$ cat src/rtl/display_spi_master.sv
// display_spi_master
// Host-side SPI mode-0 frame transmitter for the display link. On start it
// reads rows x columns pixels row-major from a synchronous-read pixel store
// and shifts each one out MSB-first. The whole frame sits inside a single ss
// low period.
//
// Ports:
//   clk, rst       : clock, asynchronous active-high reset
//   start          : frame request, sampled only in IDLE
//   busy, done     : frame in progress / one-cycle completion pulse
//   rrow, rcol     : pixel read address
//   rdata          : pixel data, valid one cycle after the address
//   sclk, ss, mosi : SPI pins (sclk idles low, ss active-low)
//
// Optional build macro: DISPLAY_SPI_HEADER_EN sends a 0xA5 header byte
// before pixel (0,0).
module display_spi_master #(
  parameter int rows       = 8,
  parameter int columns    = 32,
  parameter int pixelwidth = 16,
  parameter int clkdiv     = 4,
  localparam int RW = (rows > 1) ? $clog2(rows) : 1,
  localparam int CLW = (columns > 1) ? $clog2(columns) : 1
) (
  input  logic                  clk,
  input  logic                  rst,
  input  logic                  start,
  output logic                  busy,
  output logic                  done,
  output logic [RW-1:0]         rrow,
  output logic [CLW-1:0]        rcol,
  input  logic [pixelwidth-1:0] rdata,
  output logic                  sclk,
  output logic                  ss,
  output logic                  mosi
);

  localparam int CW = $clog2(2 * clkdiv);
  localparam int BW = $clog2(pixelwidth);
  localparam logic [CW-1:0]  DIV_LAST = CW'(clkdiv - 1);
  localparam logic [CW-1:0]  GAP_LAST = CW'(2 * clkdiv - 1);
  localparam logic [RW-1:0]  ROW_LAST = RW'(rows - 1);
  localparam logic [CLW-1:0] COL_LAST = CLW'(columns - 1);

  typedef enum logic [2:0] {IDLE, FETCH, SHIFT, HOLD, GAP} state_t;

  state_t                  state, state_next;
  logic [CW-1:0]           cnt;
  logic                    phase;     // 0: sclk low half, 1: sclk high half
  logic [BW-1:0]           bit_cnt;
  logic [pixelwidth-1:0]   sreg;
  logic                    last_px;   // pixel being shifted is the final one
  logic                    in_hdr;
  logic                    div_end;
  logic                    bit_done;
  logic                    bit_last;
  logic                    prefetch;

`ifdef DISPLAY_SPI_HEADER_EN
  localparam logic [pixelwidth-1:0] HDR_WORD = pixelwidth'(8'hA5) << (pixelwidth - 8);
  logic                    hdr;
  logic [pixelwidth-1:0]   pend;      // pixel (0,0) parked while the header goes out
  assign in_hdr = hdr;
`else
  assign in_hdr = 1'b0;
`endif

  always_comb begin
    div_end  = (cnt == DIV_LAST);
    bit_done = (state == SHIFT) && div_end && phase;
    bit_last = in_hdr ? (bit_cnt == BW'(7)) : (bit_cnt == BW'(pixelwidth - 1));
    // Entering the last bit of a pixel: present the next address so rdata
    // is ready at that bit's falling edge and sclk never stretches.
    prefetch = bit_done && !in_hdr && (bit_cnt == BW'(pixelwidth - 2));
  end

  always_ff @(posedge clk or posedge rst) begin
    if (rst) state <= IDLE;
    else     state <= state_next;
  end

  always_comb begin
    state_next = state;
    busy       = (state != IDLE);
    ss         = !((state == FETCH) || (state == SHIFT) || (state == HOLD));
    sclk       = (state == SHIFT) && phase;
    mosi       = (state == SHIFT) && sreg[pixelwidth-1];
    done       = (state == GAP) && (cnt == GAP_LAST);
    case (state)
      IDLE:    if (start) state_next = FETCH;
      FETCH:   if (cnt == CW'(1)) state_next = SHIFT;
      SHIFT:   if (bit_done && bit_last && !in_hdr && last_px) state_next = HOLD;
      HOLD:    if (div_end) state_next = GAP;
      GAP:     if (cnt == GAP_LAST) state_next = IDLE;
      default: state_next = IDLE;
    endcase
  end

  always_ff @(posedge clk or posedge rst) begin
    if (rst) begin
      cnt     <= '0;
      phase   <= 1'b0;
      bit_cnt <= '0;
      sreg    <= '0;
      last_px <= 1'b0;
      rrow    <= '0;
      rcol    <= '0;
`ifdef DISPLAY_SPI_HEADER_EN
      hdr     <= 1'b0;
      pend    <= '0;
`endif
    end else begin
      if (state == IDLE || state_next != state || (state == SHIFT && div_end))
        cnt <= '0;
      else
        cnt <= cnt + CW'(1);

      case (state)
        IDLE: begin
          if (start) begin
            rrow    <= '0;
            rcol    <= '0;
            last_px <= 1'b0;
          end
        end
        FETCH: begin
          if (cnt == CW'(1)) begin
            phase   <= 1'b0;
            bit_cnt <= '0;
`ifdef DISPLAY_SPI_HEADER_EN
            hdr     <= 1'b1;
            pend    <= rdata;
            sreg    <= HDR_WORD;
`else
            sreg    <= rdata;
`endif
          end
        end
        SHIFT: begin
          if (div_end) begin
            phase <= ~phase;
            if (phase) begin
              if (bit_last) begin
                bit_cnt <= '0;
`ifdef DISPLAY_SPI_HEADER_EN
                if (hdr) begin
                  hdr  <= 1'b0;
                  sreg <= pend;
                end else
`endif
                sreg <= rdata;
              end else begin
                bit_cnt <= bit_cnt + BW'(1);
                sreg    <= {sreg[pixelwidth-2:0], 1'b0};
              end
            end
          end
          if (prefetch) begin
            if (rrow == ROW_LAST && rcol == COL_LAST) begin
              last_px <= 1'b1;
            end else if (rcol == COL_LAST) begin
              rcol <= '0;
              rrow <= rrow + RW'(1);
            end else begin
              rcol <= rcol + CLW'(1);
            end
          end
        end
        default: ;
      endcase
    end
  end

endmodule
$ cat config.mk
export PLATFORM = sky130hd
export DESIGN_NAME = display_spi_master
export DESIGN_NICKNAME = d
export VERILOG_FILES = /design/src/rtl/display_spi_master.sv
export SDC_FILE = /design/constraint.sdc
export NUM_CORES = 1
export LEC_CHECK = 0
export CAP_MARGIN = 20
export CELL_PAD_IN_SITES_DETAIL_PLACEMENT = 1
export CELL_PAD_IN_SITES_GLOBAL_PLACEMENT = 1
export CORE_ASPECT_RATIO = 0.9
export CORE_MARGIN = 2
export CORE_UTILIZATION = 40
export DETAILED_ROUTE_END_ITERATION = 7
export DONT_BUFFER_PORTS = 1
export GPL_TIMING_DRIVEN = 0
export MAX_ROUTING_LAYER = met4
export PLACE_DENSITY = 0.69
export SLEW_MARGIN = 25
export SYNTH_ARGS = -nofsm -noshare
export SYNTH_HDL_FRONTEND = slang
export SYNTH_SLANG_ARGS = --single-unit
$ cat constraint.sdc
create_clock -name clk -period 2.2 [get_ports clk]
set_input_delay 0.44 -clock clk [delete_from_list [all_inputs] [get_ports clk]]
set_output_delay 0.44 -clock clk [all_outputs]
set_load 0.05 [all_outputs]
run_1/met2.png
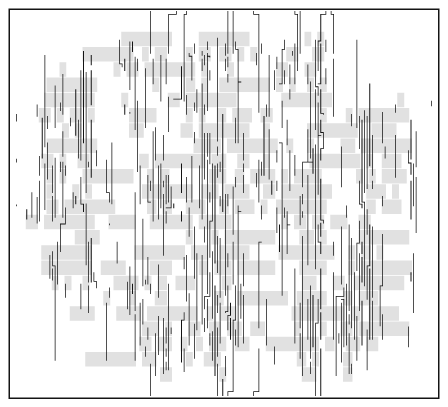
share of all routed wire: 51%
longest straight run: 27.2 um
nets with wire on the layer: 208
wire length on this layer: 2,220 um
vias after detailed routing: 1,483
wire length reported by the detailed router: 4370 um
M2 GR Usage: 30.2%

run_1/final_clocks.png
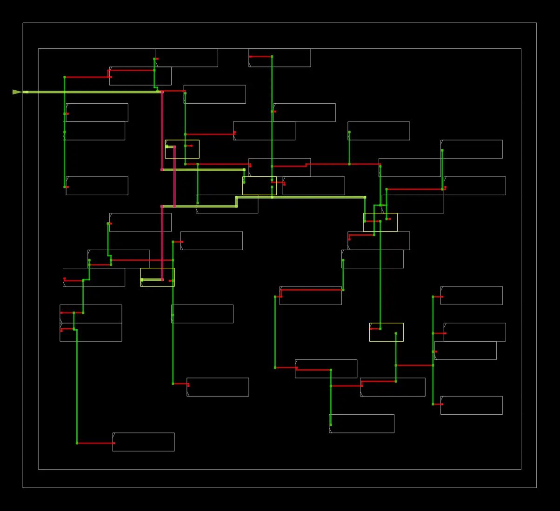
clock latency on the worst-skew pair: 0.28 ns
number of clock buffers inserted by TritonCTS: 5
Flops: 36
# clock sinks: 36
P_clk: 0.000414 W

==> Changelog: implementation, run 1 <==
## Flow update

- Outcome: complete, no violations
- # hold bufs at CTS: 0
- Met2 Routed Length: 2220 um
- Cell Area, Synth: 1880 um^2
- Detailed-route wire length on metal 1: 2000 um
- Die X-Extent: 76.3 um
- Depth of the CTS H-tree: 2
- Uppermost layer routed: met4
- Flip-flop count of the largest register after layout: 16
- Initial antenna violation count: 0
- Pin slew with the least headroom to its limit: 0.761 ns
- Flop share of the area: 43.4%
- Number of logic gates: 140
- Global-route met3 utilization: 3.93%
- Count of yosys warnings during synthesis: 0
- Critical path, cell by cell: buf_4 -> nor2_1 -> and3_2
- Syn Nets: 223
- Async set-reset flop share out of synthesis: 100%
- Yosys synthesis chip area: 1880 um^2
- ClkCell Share: 3.30%
- Detailed-route vias per instance: 5.62
- Seq pwr share: 60.7%
- Worst ir drop on vdd: 0.000298 V
- Critical Path Stages: 3
- Worst endpoint required time: 1.76 ns
- GR peak layer: met2
- Mapped Cells: 194
- Sum of negative setup slack: 0 ns
- Clk buf depth: 2
- Total cells reported by yosys after synthesis: 194
- Clock edge transition at the registers on the reported setup and hold paths: 0.07 ns
- Crit path largest cell delay: 0.47 ns
- Type of the worst min-delay path: in2async
- Arrival time reported for the critical path endpoint: 1.67 ns
- Share of the clock period used by the worst path after layout: 95.8%
- Worst Setup Start Kind: flop
- Top register by number of flip-flops: sreg
- Number of distinct library cells after synthesis: 41
- Max Slew Vio Count: 0
- Tool warning count: 29
- Setup ws final: 0.0924 ns
- Non-clock inverters: 11
- Placed inst area: 1960 um^2
- Number of endpoints failing setup at the final stage: 0
- DRC Markers: 0
- Register area: 903 um^2
- Cell type taking the most area: multi-input combinational cells
- Pin count of the biggest net entering global routing: 37
- Vias in the first global route: 1,546
- Crit path time final: 2.11 ns
- Drt wl/cell: 16.5 um
- Maximum operating frequency: 0.474 GHz
- Inserted Diodes: 0
- Number of antenna-violating nets in the routed design: 0
- Tally of buffers added on design ports: 0
- Library cell used as clock root buffer: sky130_fd_sc_hd__clkbuf_8
- Seq power: 0.000702 W
- Worst setup startpoint: state[0]$_DFF_PP0_
- Final hold violation count: 0
- Power dissipated in combinational cells: 0.0000410 W
- Type of destination of the critical path: output port
- Share of total power in the clock network: 35.8%
- Row cnt: 23
- Worst Path Max Fanout: 10
- Die area: 5280 um^2
- Mean post-synth cell area: 9.71 um^2
- Static leakage: 0.974 nW
- Final Instance Area: 2080 um^2
- Remaining global-route overflow: 0
- Slowest stage cell on the critical path: sky130_fd_sc_hd__dfrtp_1
- Tap cell instance count: 62
- Relative contribution of combinational cells to total power: 3.5%
- Reg-to-reg critical path endpoint: rcol[3]$_DFFE_PP0P_
- Routability Congestion: 0.826
- Drt initial violations: 62
- Clock buffer count in the final layout: 5
- Number of enable flip-flop cells: 0
- Clock tree from TritonCTS: built
- Setup repair after global routing missed its margin: false
- Detail Route met3 WL: 123 um
- First-pass iteration count of the detailed router: 4
run_1/met1.png
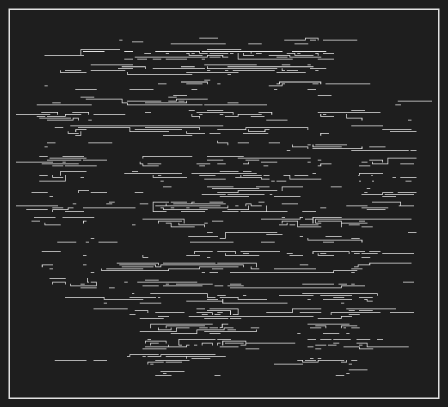
wire length on this layer: 2,000 um
main direction: horizontal
nets with wire on the layer: 217
longest straight run: 27.1 um
met1 Usage GRT: 22.6%

run 1: stage by stage:
step	instances	hold WS, ns	util (%)
6_report	264	0.175	46.4
5_1_grt	264	0.230	46.4
4_1_cts	261	0.195	45.3
3_5_place_dp	256	0.474	43.7
3_3_place_gp	256	0.451	43.7
2_1_floorplan	194	0.437	-
run 1: logic make-up after synthesis:
logic type	count (synthesis)	synth area share [%]
multiplexers	5	2.66
AND/OR/NAND/NOR	84	22.9
flip-flops	36	47.8
AND-OR/OR-AND	40	15.3
adder cells (fa/ha/maj)	10	6.64
XOR/XNOR	1	0.465
buffers and inverters	18	4.18
run 1: cell usage in the layout (no fill, tap or decap), types with 3 or more instances in the layout:
cell type and count:
sky130_fd_sc_hd__o22ai_1 18, sky130_fd_sc_hd__and2_2 3, sky130_fd_sc_hd__o21ai_0 5, sky130_fd_sc_hd__clkbuf_8 5
sky130_fd_sc_hd__nand3_1 5, sky130_fd_sc_hd__mux2i_1 5, sky130_fd_sc_hd__dfrtp_1 34, sky130_fd_sc_hd__buf_2 3
sky130_fd_sc_hd__nand2_1 17, sky130_fd_sc_hd__and3_1 3, sky130_fd_sc_hd__buf_4 5, sky130_fd_sc_hd__ha_1 8
sky130_fd_sc_hd__a31oi_1 3, sky130_fd_sc_hd__nor2_1 36, sky130_fd_sc_hd__inv_1 10
run 1: worst min-delay path by stage:
stage,slack [ns],end,from
CTS,0.20,rrow[1]$_DFFE_PP0P_,rst
floorplan,0.44,cnt[0]$_DFF_PP0_,cnt[0]$_DFF_PP0_
global route,0.23,rrow[2]$_DFFE_PP0P_,rst
detailed placement,0.47,cnt[0]$_DFF_PP0_,cnt[0]$_DFF_PP0_
finish,0.18,rrow[1]$_DFFE_PP0P_,rst
global placement,0.45,cnt[0]$_DFF_PP0_,cnt[0]$_DFF_PP0_
run_1/metal_stack.png
Two of the layers only.
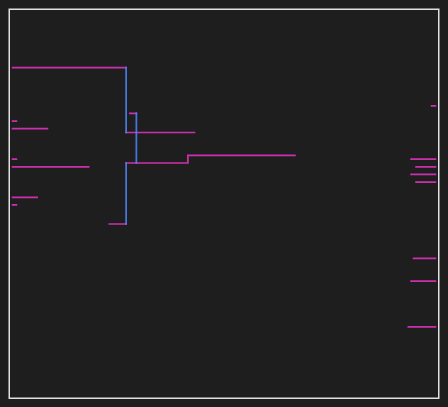

==> run 1 -> run 2 <==
PLACE_DENSITY = unset   (was 0.69)
PLACE_DENSITY_LB_ADDON = 0.1   (was unset)
run_2/metal_stack.png
Two of the layers only.
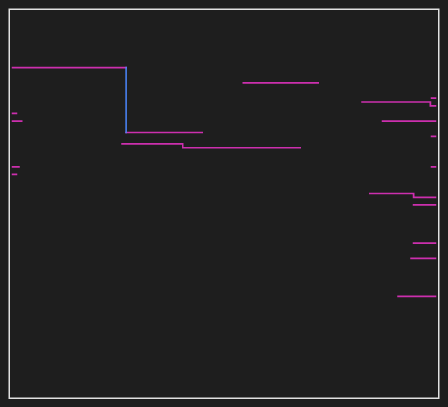
| colour | layer | wire length |
|---|---|---|
| blue | met4 | 11.6 um |
| magenta | met3 | 140 um |
Total GRT Usage: 17.5%
wire length reported by the detailed router: 4190 um
vias after detailed routing: 1,429

run_2/met1.png
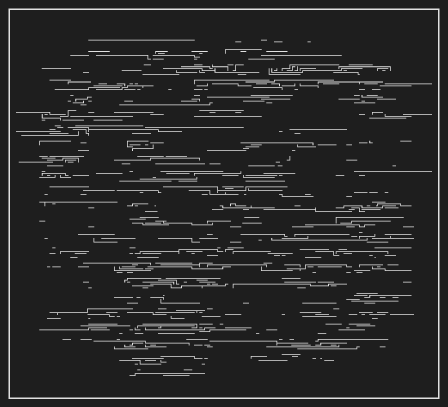
main direction: horizontal
share of all routed wire: 46%
longest straight run: 18.9 um
nets with wire on the layer: 216
met1 Usage GRT: 22.6%

==> run 2 against run 1 <==
Compared with the run above: global-route usage is 0.75 points lower; utilization is 0.31 points higher; design area is 0.66% higher; die area stayed put; register-to-register slack hardly changed; first-iteration DRC count is 23% higher; final cell count stayed put; critical path depth is 1 lower; synthesized cell count stayed put; critical endpoint is now ss; largest power group unchanged; highest routed layer unchanged.
==> Changelog: implementation, run 2 <==
## Flow update

- Worst hold slack across all endpoints: 0.178 ns
- Resized cells post-CTS: 2
- Die area: 5280 um^2
- Crit path largest cell delay: 0.74 ns
- Final hold violation count: 0
- Worst relative slew slack: 37.5%
- Main area contributors: sky130_fd_sc_hd__dfrtp_1 48%, sky130_fd_sc_hd__nor2_1 7.2%, sky130_fd_sc_hd__ha_1 6.6%
- Worst Setup Start Kind: flop
- Post-synthesis simple-gate area fraction: 22.9%
- Max Slew Vio Count: 0
- Async set-reset flop share out of synthesis: 100%
- Critical path, cell by cell: buf_4 -> o21ai_1
- Clk buf depth: 2
- Vias in the first global route: 1,583
- Wire length of the first global-routing pass: 7380 um
- Depth of the CTS H-tree: 2
- Combined buffer and inverter count along the critical path: 1
- Gate family responsible for the most delay along the worst path: AND-OR/OR-AND gates
- Fraction of the mapped netlist area in adder cells: 6.64%
- Tally of buffers added on design ports: 0
- DRC Markers: 0
- First-pass iteration count of the detailed router: 4
- Mapped Cells: 194
- Tool warning count: 29
- Xor+xnor area frac: 0.465%
- Buffers inserted during post-CTS setup optimization: 0
- Largest regs: sreg (16), rcol (5), bit_cnt (4)
- Clock tree from TritonCTS: built
- Sum of negative setup slack: 0 ns
- End-of-flow core utilization: 46.7%
- Yosys synthesis chip area: 1880 um^2
- Routability Congestion: 0.750
- Final Instance Area: 2100 um^2
- Cell Area, Synth: 1880 um^2
- Post-Synth AOI/OAI Area: 15.3%
- Top non-seq family: simple AND/OR/NAND/NOR gates
- Flip-flop count of the largest register after layout: 16
- Arrival time reported for the critical path endpoint: 1.68 ns
- Outcome: complete, no violations
- Clock edge transition at the registers on the reported setup and hold paths: 0.07 ns
- Pin count of the biggest net entering global routing: 37
- Remaining global-route overflow: 0
- Initial standard-cell utilization of the core: 42.0%
- Dominant flop cell: sky130_fd_sc_hd__dfrtp_1
- Crit path time final: 2.12 ns
- Row cnt: 23
- Number of clock buffers inserted by TritonCTS: 5
- Area of the core: 4490 um^2
- Inserted Diodes: 0
- Total cells reported by yosys after synthesis: 194
- Cell taking the most area after synthesis: sky130_fd_sc_hd__dfrtp_1
- Synth cell count leaders: 36 x sky130_fd_sc_hd__dfrtp_1, 36 x sky130_fd_sc_hd__nor2_1, 18 x sky130_fd_sc_hd__o22ai_1, 17 x sky130_fd_sc_hd__nand2_1, 11 x sky130_fd_sc_hd__inv_1
- Detailed-route vias per instance: 5.41
- Library cell used as clock root buffer: sky130_fd_sc_hd__clkbuf_8
- Maximum operating frequency: 0.472 GHz
- Type of destination of the critical path: output port
- Worst Path Max Fanout: 10
- Number of endpoints failing setup at the final stage: 0
- Placed inst area: 1960 um^2
- Static leakage: 0.982 nW
- Number of I/O pins: 32
- Slowest stage cell on the critical path: sky130_fd_sc_hd__o21ai_1
- Mux contribution to synthesized area: 2.66%
- Setup ws final: 0.0832 ns
- Largest clock skew in the final design: 0.00417 ns
- Worst endpoint required time: 1.76 ns
- Drt wl/cell: 15.9 um
- Count of yosys warnings during synthesis: 0
- Syn Nets: 223
- Dominant logic cell type in the layout: sky130_fd_sc_hd__nor2_1
- Classification of the worst setup path: reg2out
- Power after layout: 0.00124 W
- Type of the worst min-delay path: in2async
- # clock sinks: 36
- Number of enable flip-flop cells: 0
- Worst ir drop on vdd: 0.000369 V
- Die Ht: 69.1 um
- Die X-Extent: 76.3 um
- Layout cells sized above 1: 15.8%
- Clock latency on the worst-skew pair: 0.28 ns
- Mean post-synth cell area: 9.71 um^2
- Drt initial violations: 76
- Pin slew with the least headroom to its limit: 0.931 ns
- FF+latch count, synth: 36
- Placed Cells incl. Taps: 256
- Count of nets after finishing: 231
- Top register by number of flip-flops: sreg
- Post-Place Setup Slack: -0.141 ns
- Share of the clock period used by the worst path after layout: 96.2%
- Number of antenna-violating nets in the routed design: 0
- # hold bufs at CTS: 0
- Number of distinct library cells after synthesis: 41
- Initial antenna violation count: 0
- Top cell area share: 47.8%
- Power density over cell area: 593 nW/um^2
- Final non-filler cell total: 264
- Number of max-cap violations: 0
- Most instantiated logic cells after routing: 36 x sky130_fd_sc_hd__nor2_1, 34 x sky130_fd_sc_hd__dfrtp_1, 18 x sky130_fd_sc_hd__o22ai_1
- HPWL reported at the end of detailed placement: 3090 um
- Sequential cell area fraction in the yosys report: 47.8%
run_2/drive_strength.png
The bar under the picture is 20 um long.
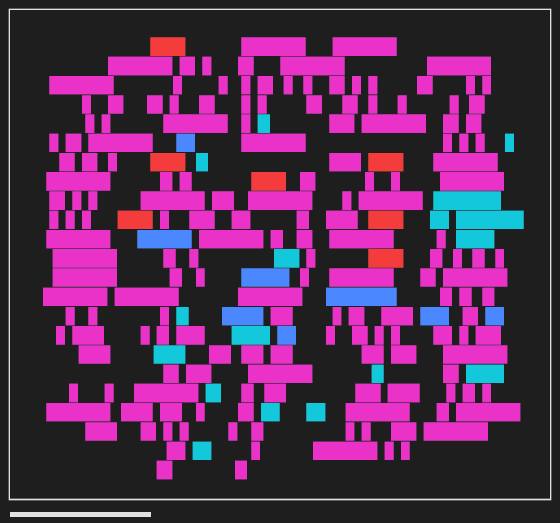
| colour | size | cells | share |
|---|---|---|---|
| blue | drive 3 to 4 | 8 | 4.0% |
| cyan | drive 2 | 17 | 8.4% |
| red | drive 6 and up | 7 | 3.5% |
| magenta | drive 1 or less | 170 | 84% |
Non-Clock Buffer Count: 8
area delta synth->final: 11.3%

-- run 2: cell counts after synthesis --
Identical to the previous run, type by type.
-- run 2: report_power, final --
part	total [W]	leakage, nW	internal, W	switching, W
sequential	0.000701	0.430	0.000677	0.0000245
clock	0.000502	0.0503	0.000279	0.000223
combinational	0.0000404	0.501	0.0000120	0.0000283
total	0.00124	0.982	0.000968	0.000276
-- run 2: worst reg2reg max path, cell delays in order (launching register included) --
cell and delay, ns:
sky130_fd_sc_hd__dfrtp_2 0.55, sky130_fd_sc_hd__ha_2 0.28, sky130_fd_sc_hd__and3_1 0.17, sky130_fd_sc_hd__ha_2 0.24
sky130_fd_sc_hd__nand2_1 0.10, sky130_fd_sc_hd__a41oi_4 0.32, sky130_fd_sc_hd__mux2i_1 0.22, sky130_fd_sc_hd__o31ai_1 0.09
-- run 2: area by class of cell --
type                       instances  area [um^2]
fill                             533         2390
multi-input combinational        140          932
sequential                        36          903
clock buffer                       7         96.3
tap                               62         77.6
inverter                          11         41.3
buffer                             7         38.8
timing repair buffer               1         7.51
-- run 2: worst paths after layout --
path	start	end	slack, ns	depth (start not counted)
worst max-delay path	state[0]$_DFF_PP0_	ss	0.08	2
worst min-delay path	rst	sreg[11]$_DFFE_PP0P_	0.18	1
worst max register to register	rcol[1]$_DFFE_PP0P_	rcol[3]$_DFFE_PP0P_	0.12	7
worst min register to register	cnt[0]$_DFF_PP0_	cnt[0]$_DFF_PP0_	0.47	1
max in group asynchronous	rst	rcol[0]$_DFFE_PP0P_	1.49	1
min in group clk	rdata[0]	sreg[0]$_DFFE_PP0P_	0.31	2
-- run 2: metal layers --
metal	track usage, %	vias to the layer above	part of all wire (%)
li1	-	699	-
met1	22.6	706	46
met2	28.6	22	51
met3	3.93	2	3.3
met4	3.03	0	0.26
met5	-	-	0
==> run 2 -> run 3 <==
RECOVER_POWER = 50   (was unset)
SKIP_CTS_REPAIR_TIMING = 1   (was unset)
run_3/met2.png
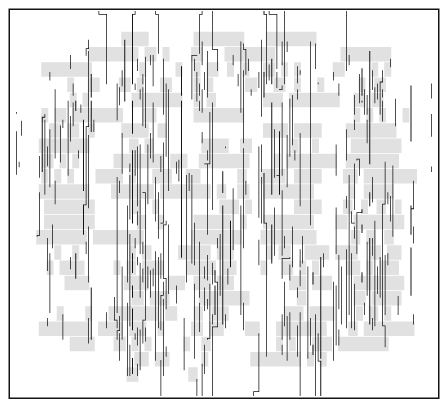
share of all routed wire: 51%
nets with wire on the layer: 196
wire length reported by the detailed router: 4190 um
M2 GR Usage: 28.6%

run_3/final_clocks.png
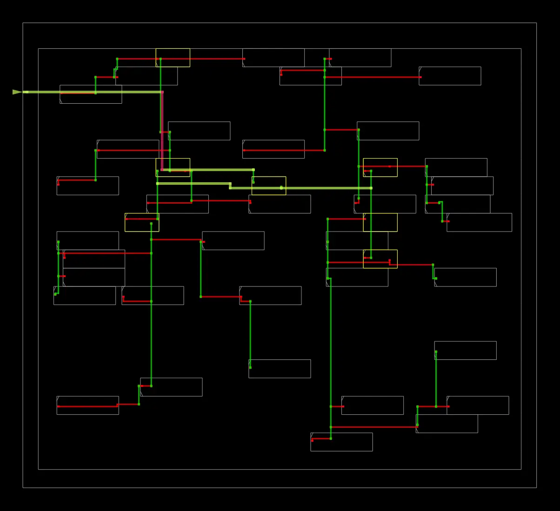
largest clock skew in the final design: 0.00417 ns
clock buffer count in the final layout: 7

==> run 3 against run 2 <==
Compared with the run above: flip-flop count unchanged; final cell count unchanged; clock skew unchanged; critical path depth unchanged; clock-buffer cell count unchanged; highest routed layer unchanged; worst setup slack unchanged; total power about the same; maximum frequency unchanged; combinational power about the same.
==> Changelog: implementation, run 3 <==
## Flow update

- Mapped Cells: 194
- Drt initial violations: 76
- Detailed-route vias per instance: 5.41
- Arrival time reported for the critical path endpoint: 1.68 ns
- Number of distinct library cells after synthesis: 41
- Setup ws final: 0.0832 ns
- Number of antenna-violating nets in the routed design: 0
- Remaining global-route overflow: 0
- Area of the core: 4490 um^2
- Placed Cells incl. Taps: 256
- Slowest stage cell on the critical path: sky130_fd_sc_hd__o21ai_1
- Total cells reported by yosys after synthesis: 194
- Combined buffer and inverter count along the critical path: 1
- # clock sinks: 36
- Main area contributors: sky130_fd_sc_hd__dfrtp_1 48%, sky130_fd_sc_hd__nor2_1 7.2%, sky130_fd_sc_hd__ha_1 6.6%
- Met2 Routed Length: 2120 um
- Mean post-synth cell area: 9.71 um^2
- Number of enable flip-flop cells: 0
- Worst hold slack across all endpoints: 0.310 ns
- Critical path, cell by cell: buf_4 -> o21ai_1
- Routability Congestion: 0.750
- Wire length of the first global-routing pass: 7380 um
- Depth of the CTS H-tree: 2
- Top cell area share: 47.8%
- Synth cell count leaders: 36 x sky130_fd_sc_hd__dfrtp_1, 36 x sky130_fd_sc_hd__nor2_1, 18 x sky130_fd_sc_hd__o22ai_1, 17 x sky130_fd_sc_hd__nand2_1, 11 x sky130_fd_sc_hd__inv_1
- Worst relative slew slack: 7.54%
- Number of max-cap violations: 0
- Row cnt: 23
- Area delta synth->final: 11.3%
- Worst endpoint required time: 1.76 ns
- Outcome: complete, no violations
- Uppermost layer routed: met4
- Type of destination of the critical path: output port
- Worst ir drop on vdd: 0.000369 V
- Cell taking the most area after synthesis: sky130_fd_sc_hd__dfrtp_1
- Placed inst area: 1960 um^2
- Number of clock buffers inserted by TritonCTS: 5
- Gate family responsible for the most delay along the worst path: AND-OR/OR-AND gates
- Die X-Extent: 76.3 um
- Detail Route met3 WL: 140 um
- Final Instance Area: 2100 um^2
- Clock tree from TritonCTS: built
- Maximum operating frequency: 0.472 GHz
- First-pass iteration count of the detailed router: 4
- Sequential cell area fraction in the yosys report: 47.8%
- Worst Path Max Fanout: 10
- Final hold violation count: 0
- HPWL reported at the end of detailed placement: 3090 um
- Drt wl/cell: 15.9 um
- Clk buf depth: 2
- Async set-reset flop share out of synthesis: 100%
- Clock edge transition at the registers on the reported setup and hold paths: 0.07 ns
- Post-Place Setup Slack: -0.141 ns
- Worst Setup Start Kind: flop
- Cell Area, Synth: 1880 um^2
- Largest regs: sreg (16), rcol (5), bit_cnt (4)
- Syn Nets: 223
- Initial standard-cell utilization of the core: 42.0%
- Static leakage: 0.983 nW
- Library cell used as clock root buffer: sky130_fd_sc_hd__clkbuf_8
- Yosys synthesis chip area: 1880 um^2
- Tool warning count: 29
- Count of yosys warnings during synthesis: 0
- Power density over cell area: 593 nW/um^2
- Final non-filler cell total: 264
- Layout cells sized above 1: 15.3%
- Tally of buffers added on design ports: 0
- Initial antenna violation count: 0
- Clock latency on the worst-skew pair: 0.28 ns
- Inserted Diodes: 0
- Top register by number of flip-flops: sreg
- Pin slew with the least headroom to its limit: 1.39 ns
- Max Slew Vio Count: 0
- Total GRT Usage: 17.5%
- Die Ht: 69.1 um
- Number of endpoints failing setup at the final stage: 0
- FF+latch count, synth: 36
- Pin count of the biggest net entering global routing: 37
- Die area: 5280 um^2
- Type of the worst min-delay path: in2reg
- Dominant flop cell: sky130_fd_sc_hd__dfrtp_1
- Detailed-route wire length on metal 1: 1920 um
- Number of I/O pins: 32
run_3/met1.png
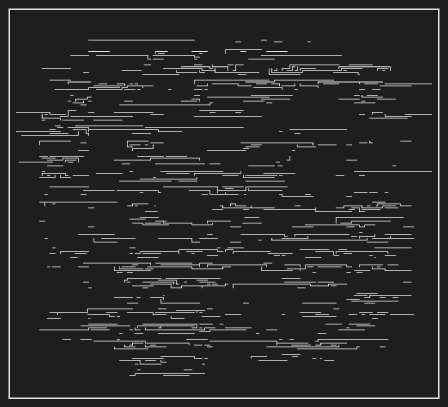
main direction: horizontal
share of all routed wire: 46%
wire length on this layer: 1,920 um
longest straight run: 18.9 um

-- run 3: cell counts after synthesis --
No cell type changed its count.
-- run 3: cell type report --
class | count | area, um^2
tap | 62 | 77.6
multi-input combinational | 140 | 932
clock buffer | 7 | 96.3
fill | 533 | 2390
timing repair buffer | 1 | 7.51
buffer | 7 | 38.8
sequential | 36 | 903
inverter | 11 | 41.3
-- run 3: kinds of logic (layout without fill, tap and decap cells) --
group	count (synthesis)	after routing	synth area share, %
and+or+nand+nor	84	84	22.9
adders and majority gates	10	10	6.64
DFF	36	36	47.8
buffers and inverters	18	26	4.18
xor gates and xnor gates	1	1	0.465
muxes	5	5	2.66
AOI/OAI and AO/OA	40	40	15.3
-- run 3: where the power goes --
group          leakage, nW  internal [W]  switching [W]
clock               0.0503      0.000279       0.000223
sequential           0.430      0.000677      0.0000245
combinational        0.502     0.0000119      0.0000283
-- run 3: worst paths after layout --
check	slack [ns]	from	cells past startpoint	to
max	0.08	state[0]$_DFF_PP0_	2	ss
min	0.31	rdata[0]	2	sreg[0]$_DFFE_PP0P_
max reg2reg	0.12	rcol[1]$_DFFE_PP0P_	7	rcol[3]$_DFFE_PP0P_
min reg2reg	0.47	cnt[0]$_DFF_PP0_	1	cnt[0]$_DFF_PP0_
max in group asynchronous	0.84	rst	1	rcol[0]$_DFFE_PP0P_
min in group asynchronous	0.45	rst	1	sreg[11]$_DFFE_PP0P_
-- run 3: metal layers --
| metal | up-vias | track usage [%] |
|---|---|---|
| met1 | 706 | 22.6 |
| met3 | 2 | 3.93 |
| li1 | 699 | - |
| met2 | 22 | 28.6 |
| met4 | 0 | 3.03 |
| met5 | - | - |
No activity file was given, so power comes from the tool's default toggle rates.
